### config.mk
export PLATFORM = sky130hd
export DESIGN_NAME = banner_ctrl
export DESIGN_NICKNAME = d
export VERILOG_FILES = /design/src/rtl/banner_ctrl.sv
export SDC_FILE = /design/constraint.sdc
export NUM_CORES = 1
export LEC_CHECK = 0
export CAP_MARGIN = 20
export CORE_MARGIN = 2
export CORE_UTILIZATION = 40
export DETAILED_ROUTE_END_ITERATION = 10
export PLACE_DENSITY = 0.72
export SYNTH_ARGS = -nofsm -noshare
export SYNTH_HDL_FRONTEND = slang
export SYNTH_SLANG_ARGS = --single-unit
### constraint.sdc
create_clock -name i_clk -period 3 [get_ports i_clk]
set_clock_uncertainty 0.2 [all_clocks]
set_input_delay 0.75 -clock i_clk [delete_from_list [all_inputs] [get_ports i_clk]]
set_output_delay 0.75 -clock i_clk [all_outputs]
set_load 0.02 [all_outputs]
### src/rtl/banner_ctrl.sv
// Game-mode sequencer: selects and blinks the overlay banner, gates game logic,
// and requests level regeneration with minimum on-screen hold times in frames.
module banner_ctrl #(
    parameter int BLINK_FRAMES     = 30,
    parameter int MIN_REGEN_FRAMES = 60,
    parameter int GAME_OVER_FRAMES = 120,
    parameter int NUM_IMAGES       = 4
) (
    input  logic                                           i_clk,
    input  logic                                           i_rst_n,
    input  logic                                           i_frame_start,
    input  logic                                           i_start,
    input  logic                                           i_pause,
    input  logic                                           i_game_over,
    input  logic                                           i_lvl_complete,
    input  logic                                           i_regen_done,
    output logic [((NUM_IMAGES > 1) ? $clog2(NUM_IMAGES) : 1)-1:0] o_banner_num,
    output logic                                           o_banner_enbl,
    output logic                                           o_game_run,
    output logic                                           o_regen_start
);

    localparam int BANNER_W = (NUM_IMAGES > 1) ? $clog2(NUM_IMAGES) : 1;

    localparam int CNT_MAX_A = (MIN_REGEN_FRAMES > GAME_OVER_FRAMES) ? MIN_REGEN_FRAMES
                                                                     : GAME_OVER_FRAMES;
    localparam int CNT_MAX_F = (CNT_MAX_A > BLINK_FRAMES) ? CNT_MAX_A : BLINK_FRAMES;
    localparam int CNT_W     = $clog2(CNT_MAX_F + 1);

    localparam logic [CNT_W-1:0] MIN_REGEN_CNT = CNT_W'(MIN_REGEN_FRAMES);
    localparam logic [CNT_W-1:0] GAME_OVER_CNT = CNT_W'(GAME_OVER_FRAMES);
    localparam logic [CNT_W-1:0] BLINK_LAST    = CNT_W'(BLINK_FRAMES - 1);

    localparam logic [BANNER_W-1:0] BANNER_INIT  = BANNER_W'(0);
    localparam logic [BANNER_W-1:0] BANNER_PAUSE = BANNER_W'(1);
    localparam logic [BANNER_W-1:0] BANNER_OVER  = BANNER_W'(2);
    localparam logic [BANNER_W-1:0] BANNER_REGEN = BANNER_W'(3);

    typedef enum logic [2:0] {
        ST_INIT      = 3'd0,
        ST_REGEN     = 3'd1,
        ST_RUN       = 3'd2,
        ST_PAUSE     = 3'd3,
        ST_GAME_OVER = 3'd4
    } state_t;

    state_t               state_q, state_d;
    logic [CNT_W-1:0]     frame_cnt_q, frame_cnt_d;
    logic                 blink_q, blink_d;
    logic                 done_q, done_d;
    logic                 regen_pend_q, regen_pend_d;
    logic [BANNER_W-1:0]  banner_q, banner_d;
    logic                 state_chg;
    logic                 blink_wrap;

    always_ff @(posedge i_clk or negedge i_rst_n) begin
        if (!i_rst_n) begin
            state_q      <= ST_INIT;
            frame_cnt_q  <= '0;
            blink_q      <= 1'b1;
            done_q       <= 1'b0;
            regen_pend_q <= 1'b0;
            banner_q     <= BANNER_INIT;
        end else begin
            state_q      <= state_d;
            frame_cnt_q  <= frame_cnt_d;
            blink_q      <= blink_d;
            done_q       <= done_d;
            regen_pend_q <= regen_pend_d;
            banner_q     <= banner_d;
        end
    end

    always_comb begin
        state_d = state_q;
        case (state_q)
            ST_INIT: begin
                if (i_start) state_d = ST_REGEN;
            end
            ST_REGEN: begin
                if (done_q && (frame_cnt_q >= MIN_REGEN_CNT)) state_d = ST_RUN;
            end
            ST_RUN: begin
                if (i_game_over)         state_d = ST_GAME_OVER;
                else if (i_lvl_complete) state_d = ST_REGEN;
                else if (i_pause)        state_d = ST_PAUSE;
            end
            ST_PAUSE: begin
                if (i_pause) state_d = ST_RUN;
            end
            ST_GAME_OVER: begin
                // Early presses are dropped outright; the player must press again.
                if (i_start && (frame_cnt_q >= GAME_OVER_CNT)) state_d = ST_INIT;
            end
            default: state_d = ST_INIT;
        endcase
    end

    always_comb begin
        state_chg  = (state_d != state_q);
        blink_wrap = (state_q == ST_PAUSE) && i_frame_start && (frame_cnt_q == BLINK_LAST);

        // A frame coincident with a state change is not counted in the new state.
        frame_cnt_d = frame_cnt_q;
        if (state_chg) begin
            frame_cnt_d = '0;
        end else if (blink_wrap) begin
            frame_cnt_d = '0;
        end else if (i_frame_start && (frame_cnt_q != {CNT_W{1'b1}})) begin
            frame_cnt_d = frame_cnt_q + 1'b1;
        end

        blink_d = blink_q;
        if (state_chg && (state_d == ST_PAUSE)) begin
            blink_d = 1'b1;
        end else if (blink_wrap) begin
            blink_d = ~blink_q;
        end

        done_d = done_q;
        if (state_chg && (state_d == ST_REGEN)) begin
            done_d = 1'b0;
        end else if ((state_q == ST_REGEN) && i_regen_done) begin
            done_d = 1'b1;
        end

        regen_pend_d = state_chg && (state_d == ST_REGEN);
    end

    // Banner select is registered so RUN can keep showing whatever was last selected.
    always_comb begin
        banner_d = banner_q;
        case (state_d)
            ST_INIT:      banner_d = BANNER_INIT;
            ST_REGEN:     banner_d = BANNER_REGEN;
            ST_PAUSE:     banner_d = BANNER_PAUSE;
            ST_GAME_OVER: banner_d = BANNER_OVER;
            default:      banner_d = banner_q;
        endcase
    end

    always_comb begin
        o_banner_num  = banner_q;
        o_game_run    = (state_q == ST_RUN);
        o_regen_start = regen_pend_q;
        case (state_q)
            ST_RUN:   o_banner_enbl = 1'b0;
            ST_PAUSE: o_banner_enbl = blink_q;
            default:  o_banner_enbl = 1'b1;
        endcase
    end

endmodule

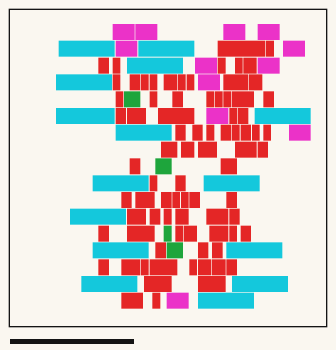
*Cells colored by class*
The bar under the picture is 20 um long.
legend:
  red:
    class: all other logic
    cells: 81
    share_of_their_area: 48%
  green:
    class: clock drivers and dummy loads
    cells: 4
    share_of_their_area: 2.6%
  magenta:
    class: other buffers and delay cells
    cells: 12
    share_of_their_area: 12%
  cyan:
    class: flip-flops
    cells: 15
    share_of_their_area: 37%

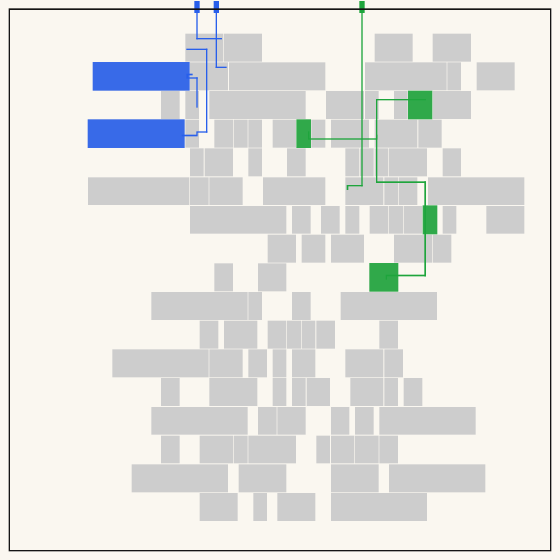
*Wires at chosen ports, followed through buffers*
legend:
  blue:
    port: o_banner_num
    bits: 2
    direction: output
    edge: top
    end_cells: 2
    buffers: 2
    wire: 27.6 um
  green:
    port: i_game_over
    bits: 1
    direction: input
    edge: top
    end_cells: 4
    buffers: 1
    wire: 55.5 um

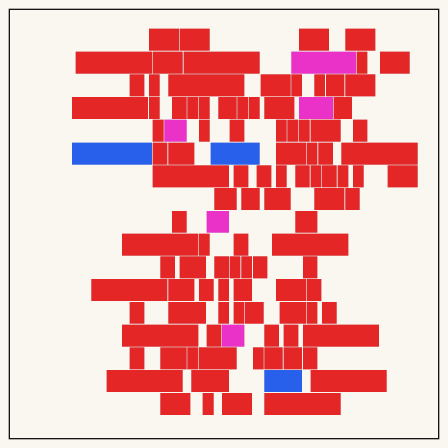
*Drive-strength map*
legend:
  magenta:
    size: drive 3 to 4
    cells: 5
    share: 4.5%
    most_used: clkbuf_4
  blue:
    size: drive 2
    cells: 3
    share: 2.7%
  red:
    size: drive 1 or less
    cells: 104
    share: 93%
    most_used: dfrtp_1
number of signal-net buffers in the layout: 12
post-route cell area: 1050 um^2

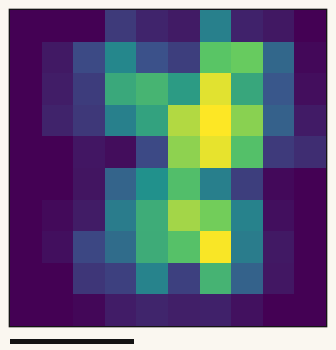
*Signal metal coverage by tile*
The bar under the picture is 20 um long. The die is cut into 10 by 10 equal tiles; dark purple is low, yellow is high, scaled to the fullest tile. Values are wire area over tile area, all layers added.
fullest tile: 0.41
tiles over half the peak: 22%
mean over tiles: 0.11
nearly empty tiles: 24%
densest ninth of the die: middle
final wirelength: 1881 um
combined global-route utilization of all metal layers: 16.40%
routed wire length per instance: 13.44 um

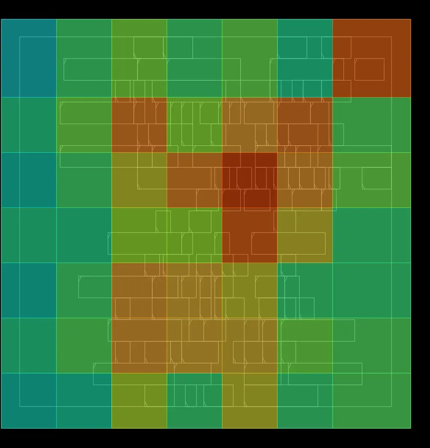
*Congestion heat map*
GRT met1 Usage: 20.34%
core utilization of the finished layout: 48.86%
met3 layer usage reported by global route: 2.632%
routing layer with the top usage in global route: met2

==> run notes <==
Notes on the flow outputs.

- The run finished with clean final reports.
- The number of placement rows is 17.
- The post-route clock period utilization reads 87.52%.
- Counting every instance in the synthesized netlist gives 99.
- The total of endpoints with negative setup slack in the final report reads 0.
- The number of global-route vias before repair was 715.
- CTS added clock buffers totalling 3.
- The maximum net fanout on the critical path is 9.
- The total number of sequential cells is 15.
- The register with the most flip-flops in the layout has 7 of them.
- The power in the clock group reads 0.119 mW.
- STA classifies the critical path endpoint as a primary output.
- The TritonCTS clock tree is built.
- The synthesized area reads 889.6 um^2.
- The share of synthesized area in the top cell type comes to 39.38%.
- The synthesized-area fraction occupied by and/or/nand/nor cells reads 29.25%.
- The static power due to leakage is 0.4316 nW.
- The insertion delay to the later sink of the worst-skew pair is 290 ps.
- At the end of routability-driven placement, the weighted congestion stood at 0.8270.
- The total number of clock tree sinks reads 15.
- The area of the core is 2148 um^2.
- The worst setup path is of the register to primary output kind.
- Non-clock buffers make up 11.44% of the layout cell area.
- The fraction of area in multi-input gates is 45.05%.
- The worst voltage drop across the vdd grid reads 0.0002979 V.
- The highest-count logic cell in the final layout is sky130_fd_sc_hd__dfrtp_1.
- The proportion of power drawn by the clock network reads 18.6%.
- The critical path launch point reads state_q[2]$_DFF_PN0_.
- In the layout the tool counted multi-input logic cells amounting to 76.
- The origin of the worst min-delay path reads o_banner_num[0]$_DFFE_PN0P_.
- The quantity of I/O buffers inserted on ports reads 12.
- The capturing point of the worst reg2reg path reads frame_cnt_q[4]$_DFFE_PN0P_.
- The hold path endpoint is o_banner_num[0]$_DFFE_PN0P_.
- The worst register-to-register path depth is 5.
- The layout has 4 clock buffers.
Power figures rest on the tool's default switching activity, not on a simulated workload.
